**Run 1: placed standard cells**

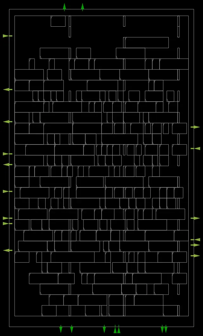
**Run 1: signal wires on met3**

Drawn at 4 px/um.
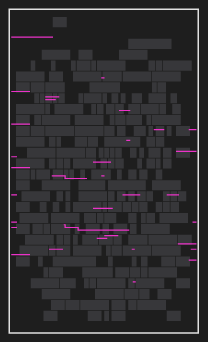
**Run 1: sizing map**

Drawn at 6 px/um.
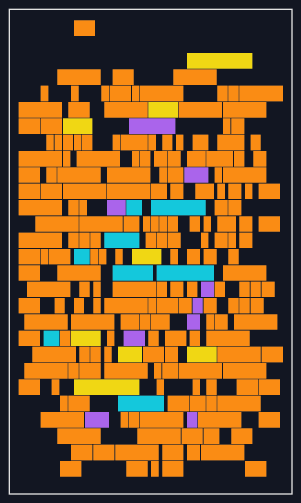
**Run 1: where the registers sit**

Drawn at 6 px/um. Other sequential cells in the stronger grey, the rest of the logic in the fainter grey.
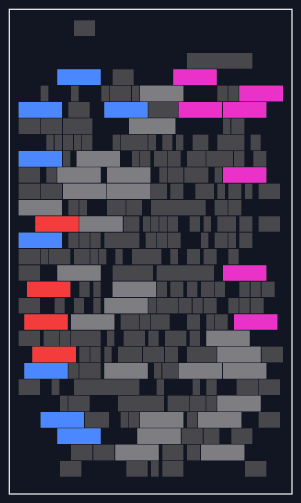
**config.mk**
```make
export PLATFORM = sky130hd
export DESIGN_NAME = lcd_reader_flat
export DESIGN_NICKNAME = d
export VERILOG_FILES = /design/src/rtl/lcd_reader_if.sv /design/src/rtl/lcd_reader.sv /design/src/flat_wrapper.sv
export SDC_FILE = /design/constraint.sdc
export NUM_CORES = 1
export LEC_CHECK = 0
export CAP_MARGIN = 20
export CORE_ASPECT_RATIO = 1.75
export CORE_UTILIZATION = 50
export CTS_CLUSTER_DIAMETER = 150
export CTS_CLUSTER_SIZE = 20
export DETAILED_ROUTE_END_ITERATION = 8
export GPL_TIMING_DRIVEN = 0
export PLACE_DENSITY = 0.82
export SYNTH_ARGS = -nofsm -noshare
export SYNTH_HDL_FRONTEND = slang
export SYNTH_SLANG_ARGS = --single-unit
```
**constraint.sdc**
```tcl
create_clock -name clk -period 1.7 [get_ports clk]
set_input_delay 0.255 -clock clk [delete_from_list [all_inputs] [get_ports clk]]
set_output_delay 0.255 -clock clk [all_outputs]
set_load 0.01 [all_outputs]
```
**src/rtl/lcd_reader_if.sv**
```systemverilog
// Request/response handshake between a host controller and the HD44780 read engine.
interface lcd_reader_if;
  logic       start;
  logic       rs_in;
  logic       poll_in;
  logic       busy;
  logic       rd_valid;
  logic [7:0] rd_data;
  logic       bf_timeout;

  modport master (
    output start, rs_in, poll_in,
    input  busy, rd_valid, rd_data, bf_timeout
  );

  modport slave (
    input  start, rs_in, poll_in,
    output busy, rd_valid, rd_data, bf_timeout
  );
endinterface

```
**src/rtl/lcd_reader.sv**
```systemverilog
// 4-bit HD44780 read engine: two nibble reads per byte, with optional busy-flag polling.
module lcd_reader #(
  parameter int unsigned T_AS     = 2,
  parameter int unsigned E_HIGH   = 6,
  parameter int unsigned E_LOW    = 6,
  parameter int unsigned POLL_MAX = 64
) (
  input  logic             clk,
  input  logic             rst,
  lcd_reader_if.slave      bus,
  output logic             lcd_rs,
  output logic             lcd_rw,
  output logic             lcd_en,
  output logic             lcd_data_oe,
  input  logic [3:0]       lcd_data_in
);

  localparam int unsigned CNT_MAX = (T_AS > E_HIGH) ? ((T_AS > E_LOW) ? T_AS : E_LOW)
                                                    : ((E_HIGH > E_LOW) ? E_HIGH : E_LOW);
  localparam int unsigned CNT_W   = $clog2(CNT_MAX + 1);
  localparam int unsigned ATT_W   = $clog2(POLL_MAX + 1);

  typedef enum logic [2:0] {IDLE, SETUP, EN_HI, EN_LO, DONE} state_e;

  state_e             state_q, state_d;
  logic [CNT_W-1:0]   cnt_q, cnt_d;
  logic [ATT_W-1:0]   att_q, att_d;
  logic               nib_q, nib_d;
  logic               poll_q, poll_d;
  logic               rs_sel_q, rs_sel_d;
  logic [7:0]         shadow_q, shadow_d;
  logic [3:0]         din_q;
  logic               busy_q, busy_d;
  logic               rd_valid_q, rd_valid_d;
  logic [7:0]         rd_data_q, rd_data_d;
  logic               bf_timeout_q, bf_timeout_d;
  logic               lcd_rs_q, lcd_rs_d;
  logic               lcd_rw_q, lcd_rw_d;
  logic               lcd_en_q, lcd_en_d;
  logic               lcd_oe_q, lcd_oe_d;
  logic               finish;

  always_comb begin
    state_d      = state_q;
    cnt_d        = cnt_q;
    att_d        = att_q;
    nib_d        = nib_q;
    poll_d       = poll_q;
    rs_sel_d     = rs_sel_q;
    shadow_d     = shadow_q;
    rd_valid_d   = 1'b0;
    rd_data_d    = rd_data_q;
    bf_timeout_d = 1'b0;
    finish       = 1'b0;

    unique case (state_q)
      IDLE: begin
        if (bus.start) begin
          poll_d   = bus.poll_in;
          rs_sel_d = bus.poll_in ? 1'b0 : bus.rs_in;
          nib_d    = 1'b0;
          att_d    = ATT_W'(1);
          cnt_d    = '0;
          state_d  = SETUP;
        end
      end
      SETUP: begin
        if (cnt_q == CNT_W'(T_AS - 1)) begin
          cnt_d   = '0;
          state_d = EN_HI;
        end else begin
          cnt_d = cnt_q + 1'b1;
        end
      end
      EN_HI: begin
        if (cnt_q == CNT_W'(E_HIGH - 1)) begin
          if (nib_q) shadow_d[3:0] = din_q;
          else       shadow_d[7:4] = din_q;
          cnt_d   = '0;
          state_d = EN_LO;
        end else begin
          cnt_d = cnt_q + 1'b1;
        end
      end
      EN_LO: begin
        if (cnt_q == CNT_W'(E_LOW - 1)) begin
          cnt_d = '0;
          if (!nib_q) begin
            nib_d   = 1'b1;
            state_d = EN_HI;
          end else begin
            state_d = DONE;
            // Outcome is decided on entry so rd_valid lands in the DONE cycle itself.
            finish  = !poll_q || !shadow_q[7] || (att_q == ATT_W'(POLL_MAX));
            if (finish) begin
              rd_valid_d   = 1'b1;
              rd_data_d    = shadow_q;
              bf_timeout_d = poll_q && shadow_q[7];
            end
          end
        end else begin
          cnt_d = cnt_q + 1'b1;
        end
      end
      DONE: begin
        if (rd_valid_q) begin
          state_d = IDLE;
        end else begin
          att_d   = att_q + 1'b1;
          nib_d   = 1'b0;
          state_d = SETUP;
        end
      end
      default: state_d = IDLE;
    endcase

    // Pin outputs are registered from the next state so they align with state_q.
    busy_d   = (state_d != IDLE);
    lcd_oe_d = (state_d == IDLE);
    lcd_rw_d = (state_d == SETUP) || (state_d == EN_HI) || (state_d == EN_LO);
    lcd_en_d = (state_d == EN_HI);
    lcd_rs_d = (state_d != IDLE) ? rs_sel_d : 1'b0;
  end

  always_ff @(posedge clk) begin
    din_q <= lcd_data_in;
    if (rst) begin
      state_q      <= IDLE;
      cnt_q        <= '0;
      att_q        <= '0;
      nib_q        <= 1'b0;
      poll_q       <= 1'b0;
      rs_sel_q     <= 1'b0;
      shadow_q     <= '0;
      busy_q       <= 1'b0;
      rd_valid_q   <= 1'b0;
      rd_data_q    <= '0;
      bf_timeout_q <= 1'b0;
      lcd_rs_q     <= 1'b0;
      lcd_rw_q     <= 1'b0;
      lcd_en_q     <= 1'b0;
      lcd_oe_q     <= 1'b1;
    end else begin
      state_q      <= state_d;
      cnt_q        <= cnt_d;
      att_q        <= att_d;
      nib_q        <= nib_d;
      poll_q       <= poll_d;
      rs_sel_q     <= rs_sel_d;
      shadow_q     <= shadow_d;
      busy_q       <= busy_d;
      rd_valid_q   <= rd_valid_d;
      rd_data_q    <= rd_data_d;
      bf_timeout_q <= bf_timeout_d;
      lcd_rs_q     <= lcd_rs_d;
      lcd_rw_q     <= lcd_rw_d;
      lcd_en_q     <= lcd_en_d;
      lcd_oe_q     <= lcd_oe_d;
    end
  end

  assign bus.busy       = busy_q;
  assign bus.rd_valid   = rd_valid_q;
  assign bus.rd_data    = rd_data_q;
  assign bus.bf_timeout = bf_timeout_q;
  assign lcd_rs         = lcd_rs_q;
  assign lcd_rw         = lcd_rw_q;
  assign lcd_en         = lcd_en_q;
  assign lcd_data_oe    = lcd_oe_q;

endmodule

```
**src/flat_wrapper.sv**
```systemverilog
// flat-port wrapper written by rule: the top's interface ports become plain ports
module lcd_reader_flat 
#(
  parameter int unsigned T_AS     = 2,
  parameter int unsigned E_HIGH   = 6,
  parameter int unsigned E_LOW    = 6,
  parameter int unsigned POLL_MAX = 64
)
  (clk, rst, lcd_rs, lcd_rw, lcd_en, lcd_data_oe, lcd_data_in, bus_start, bus_rs_in, bus_poll_in, bus_busy, bus_rd_valid, bus_rd_data, bus_bf_timeout);
  lcd_reader_if bus_i ();
  input  logic clk;
  input  logic rst;
  output logic lcd_rs;
  output logic lcd_rw;
  output logic lcd_en;
  output logic lcd_data_oe;
  input  logic [3:0] lcd_data_in;
  input wire logic [$bits(bus_i.start)-1:0] bus_start;
  input wire logic [$bits(bus_i.rs_in)-1:0] bus_rs_in;
  input wire logic [$bits(bus_i.poll_in)-1:0] bus_poll_in;
  output wire logic [$bits(bus_i.busy)-1:0] bus_busy;
  output wire logic [$bits(bus_i.rd_valid)-1:0] bus_rd_valid;
  output wire logic [$bits(bus_i.rd_data)-1:0] bus_rd_data;
  output wire logic [$bits(bus_i.bf_timeout)-1:0] bus_bf_timeout;
  assign bus_i.start = bus_start;
  assign bus_i.rs_in = bus_rs_in;
  assign bus_i.poll_in = bus_poll_in;
  assign bus_busy = bus_i.busy;
  assign bus_rd_valid = bus_i.rd_valid;
  assign bus_rd_data = bus_i.rd_data;
  assign bus_bf_timeout = bus_i.bf_timeout;
  lcd_reader #(.T_AS(T_AS), .E_HIGH(E_HIGH), .E_LOW(E_LOW), .POLL_MAX(POLL_MAX)) u_core (.clk(clk), .rst(rst), .bus(bus_i), .lcd_rs(lcd_rs), .lcd_rw(lcd_rw), .lcd_en(lcd_en), .lcd_data_oe(lcd_data_oe), .lcd_data_in(lcd_data_in));
endmodule
```
==> results_slide.txt, run 1 <==
Implementation Results

Final layout
  – Layout cells sized above 1: 11.4%
  – Most numerous logic cells after layout: dfxtp_1, nand2_1, clkdlybuf4s50_1
  – ANT cells: 0
  – Synth-to-Final Area Change: 26.6%

GRT
  – GRT Util Overall: 21.7%
  – First-pass GRT wire length: 5820 um
  – Initial antenna violation count: 0
  – Largest net degree at the start of global routing: 14

Yosys
  – Synthesized area: 1760 um^2
  – Floorplan Nets: 200
  – Post-synthesis async set-or-reset flop share: 0%
  – Share of Yosys cell area claimed by the top area cell type: 48.8%
  – Synth unique cells: 47
  – Synth top cells by count: dfxtp_1, nand2_1, nand3_1
  – Main flop type: dfxtp_1
  – Post-synth EDFFs: 0
  – Yosys warning tally: 0
  – Top cells, area: dfxtp_1, mux2i_1, nand2_1, nand3_1, a21oi_1
  – Largest area contributor in the netlist: dfxtp_1
  – XOR-XNOR Cells, Area Fraction: 0.497%
  – Yosys simple share: 23.8%
  – Mux share: 6.88%
  – Count leader, synth: dfxtp_1
  – Yosys chip area: 1760 um^2
  – Comb area leader: simple AND/OR/NAND/NOR gates
  – Post-synth seq share: 48.8%
  – Syn_area_per_cell: 9.43 um^2

Floorplanning
  – Rows: 28
  – Num ports: 24
  – Die width: 46.9 um
  – FP Util: 52.4%
  – Die H: 80.6 um
  – CORE AREA: 3360 um^2

Run
  – Max cap viols: 0
  – Tool warning count: 28

Critical path
  – CP Depth: 7
  – Setup slack, reg-to-reg: 0.11 ns
  – Worst setup EP type: flip-flop
  – Worst Path Arrival: 1.77 ns
  – Slowest CP cell: dfxtp_1
  – Worst R2R End: u_core.bus.rd_data[5]
  – Worst setup path startpoint: u_core.cnt_q[1]
  – Crit path buffers/inverters: 2
  – Crit path capture: u_core.bus.rd_data[5]
  – Critical Path Fanout Max: 8
  – Crit Path Class: flip-flop to flip-flop
  – RR Startpoint: u_core.cnt_q[1]
  – R2R cell count: 7
  – Largest stage delay on the critical path: 0.33 ns
  – Critical Path Start Type: flip-flop

Drt
  – Vias per cell: 5.57
  – TritonRoute pass-1 iters: 5
  – Initial DRC count: 42
  – DRT antenna net count: 0

Clock network
  – CTS Buf Count: 5
  – Clk slew on worst S/H paths: 0.08 ns
  – Insertion Delay late pin: 0.29 ns
  – CTS tree: done
  – Post-CTS Hold Buffers: 0
  – Sink Count: 43
  – Root Driver: clkbuf_8

Hold path
  – Worst Hold Path Cells: 1
  – Worst hold path class: primary input to flip-flop
  – Hold Path Origin: lcd_data_in[1]

STA
  – Final worst path period need: 1.59 ns
  – Max_slew headroom: 68.9%
  – Worst-Margin Slew: 0.467 ns
  – Max Freq: 629 MHz

Place
  – Post-placement cell area: 2050 um^2
  – Post-DP HPWL: 2560 um
  – Port buffer count: 23
  – Pre-CTS WS: -0.0831 ns

Run status
  – Status: completed

Power
  – P_leak: 0.822 nW
  – Pwr/cell area: 967 nW/um^2
## Picture notes: 'placed standard cells'
Finished Layout Cells: 265
sequential portion of the cell area: 38.6%

## Picture notes: 'signal wires on met3'
nets with wire on the layer	27
share of all routed wire	3.1%
longest straight run	12.6 um
Total Wirelength: 3570 um
DR vias: 1477
routing usage on met3: 4.94%

## Picture notes: 'sizing map'
colour	size	cells	share
yellow	drive 6 and up	8	3.6%
orange	drive 1 or less	195	89%
purple	drive 2	9	4.1%
cyan	drive 3 to 4	8	3.6%

## Picture notes: 'where the registers sit'
colour	netlist name	flops
blue	`u_core.bus.rd_data`	8
magenta	`u_core.att_q`	7
red	`u_core.din_q`	4
not coloured	24

[run 1: area by class of cell]
cell class / instances / area [um^2]
buffer: 7 / 40.0
tap: 45 / 56.3
sequential: 43 / 862
timing repair buffer: 25 / 245
fill: 286 / 1130
inverter: 5 / 18.8
multi-input combinational: 132 / 877
clock inverter: 2 / 60.1
clock buffer: 6 / 72.6
[run 1: flip-flops by register name, indices dropped and copies added, names as in the netlist]
register               flops
u_core.bus.rd_data         8
u_core.shadow_q            8
u_core.att_q               7
u_core.din_q               4
u_core.cnt_q               3
u_core.state_q             3
u_core.bus.bf_timeout      1
u_core.bus.busy            1
u_core.bus.rd_valid        1
u_core.lcd_data_oe         1
u_core.lcd_en              1
u_core.lcd_rs              1
u_core.lcd_rw              1
u_core.nib_q               1
u_core.poll_q              1
u_core.rs_sel_q            1
[run 1: power by group]
| part | switching (W) | internal [W] | total [W] |
|---|---|---|---|
| registers | 0.0000185 | 0.00103 | 0.00105 |
| logic | 0.000101 | 0.0000885 | 0.000189 |
| clock network | 0.000330 | 0.000587 | 0.000917 |
| total | 0.000449 | 0.00171 | 0.00216 |
[run 1: routing by layer]
metal | wire length [um] | part of all wire, % | GRT usage (%) | vias to the layer above
li1 | - | - | - | 728
met1 | 1400 | 39 | 19.9 | 697
met2 | 1980 | 55 | 40.4 | 43
met3 | 109 | 3.0 | 4.94 | 9
met4 | 88 | 2.5 | 11.7 | 0
met5 | 0 | 0 | 0 | -
[run 1: metrics by stage]
stage	cells	hold WS [ns]	power (W)	setup TNS, ns
global route	265	0.397	0.00224	-0.0606
floorplan	187	0.283	0.00119	0
finish	265	0.402	0.00216	0
global placement	255	0.447	0.00125	-0.738
CTS	263	0.400	0.00217	0
detailed placement	255	0.447	0.00126	-0.866
==> inputs of run 2 (changes only) <==
CORE_UTILIZATION = 31   (was 50)
PLACE_DENSITY = 0.58   (was 0.82)
==> run 2 against run 1 <==
Critical path type unchanged. Sequential power hardly changed. Die area increased by 59%. Via count decreased by 3.5%.
==> results_slide.txt, run 2 <==
Implementation Results

GRT
  – GRT Util Overall: 14.2%
  – Initial antenna violation count: 0

Yosys
  – Post-synth EDFFs: 0
  – Yosys simple share: 23.8%
  – Synth top cells by count: dfxtp_1, nand2_1, nand3_1
  – Main flop type: dfxtp_1
  – Yosys warning tally: 0
  – XOR-XNOR Cells, Area Fraction: 0.497%
  – Floorplan Nets: 200
  – Synthesized area: 1760 um^2

Drt
  – Total Wirelength: 3600 um
  – Vias per cell: 4.80
  – DRT antenna net count: 0
  – Initial DRC count: 34
  – TritonRoute pass-1 iters: 4

Critical path
  – Crit path capture: u_core.bus.rd_data[1]
  – Largest stage delay on the critical path: 0.33 ns
  – Setup slack, reg-to-reg: 0.13 ns
  – Crit Path Class: flip-flop to flip-flop
  – Slowest CP cell: dfxtp_1
  – R2R cell count: 7
  – Crit path buffers/inverters: 2
  – Worst setup EP type: flip-flop
  – Worst R2R End: u_core.bus.rd_data[1]

Final layout
  – Layout cells sized above 1: 13.1%
  – ANT cells: 0

Clock network
  – Clk slew on worst S/H paths: 0.08 ns

Place
  – Post-DP HPWL: 2650 um
  – Port buffer count: 23

Run
  – Tool warning count: 28
  – Max cap viols: 0

Power
  – P_leak: 0.812 nW

Floorplanning
  – Num ports: 24
  – FP Util: 31.8%
  – Die width: 59.0 um

Hold path
  – Hold Path Origin: lcd_data_in[0]
  – Worst Hold Path Cells: 1

STA
  – Final worst path period need: 1.57 ns
  – Max_slew headroom: 66.1%

Run status
  – Status: completed
run 2: cell counts after synthesis:
Identical to the previous run, type by type.
run 2: report_power, final:
| part | internal (W) | switching, W |
|---|---|---|
| clock | 0.000369 | 0.000342 |
| sequential | 0.00103 | 0.0000175 |
| combinational | 0.0000884 | 0.000103 |
| total | 0.00149 | 0.000462 |
run 2: logic make-up after synthesis:
group                      count (synthesis)
and+or+nand+nor                           79
DFF                                       43
AOI/OAI and AO/OA                         36
buffers and inverters                     12
muxes                                     12
adders and majority gates                  4
xor gates and xnor gates                   1
run 2: timing repair:
action                                 4_1_cts  5_1_grt
gates resized                                2        6
setup buffers                                0        3
hold buffers                                 0        0
endpoints found under the hold margin        0        0
setup endpoints to repair                    7       16
pin swaps                                    0        1
run 2: metrics by stage:
step                      worst slack (ns)  instance area [um^2]  total power [W]  setup TNS [ns]
after CTS                           0.0413                  2200          0.00197               0
after global placement              -0.151                  2090          0.00126           -1.52
after global routing                0.0146                  2250          0.00205               0
after floorplan                      0.186                  1760          0.00119               0
final                                0.133                  2250          0.00195               0
after detailed placement            -0.133                  2090          0.00126           -1.05
run 2: layout make-up:
| class | count | area (um^2) | share of cell area [%] |
|---|---|---|---|
| repair buffers | 26 | 253 | 11.2 |
| plain buffers | 7 | 40.0 | 1.78 |
| clock buffers | 7 | 96.3 | 4.27 |
| multi-input cells | 132 | 882 | 39.1 |
| inverters | 5 | 18.8 | 0.832 |
| clock inverters | 1 | 7.51 | 0.333 |
| well taps | 76 | 95.1 | 4.22 |
| flip-flops and latches | 43 | 862 | 38.2 |
run 2: per-layer routing:
layer  track usage, %  part of all wire [%]  vias up
met4             6.78                   1.8        0
met3             3.58                   2.6        6
met2             25.1                    53       22
li1                 -                     -      728
met1             15.5                    43      670
met5                0                     0        -
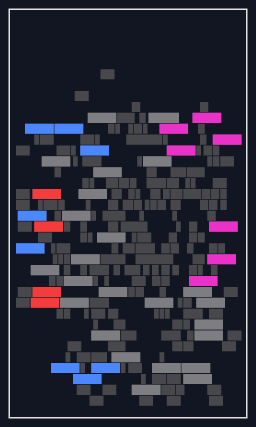
**Above:** run 2 (where the registers sit).
Drawn at 4 px/um. Other sequential cells in the stronger grey, the rest of the logic in the fainter grey.
Seq group: 0.00105 W
sequential portion of the cell area: 38.2%
register area: 862 um^2
final core occ: 40.7%

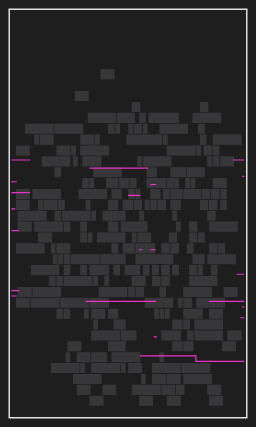
**Above:** run 2 (signal wires on met3).
Drawn at 4 px/um.
share of all routed wire	2.6%
longest straight run	17.2 um

No activity file was given, so power comes from the tool's default toggle rates.
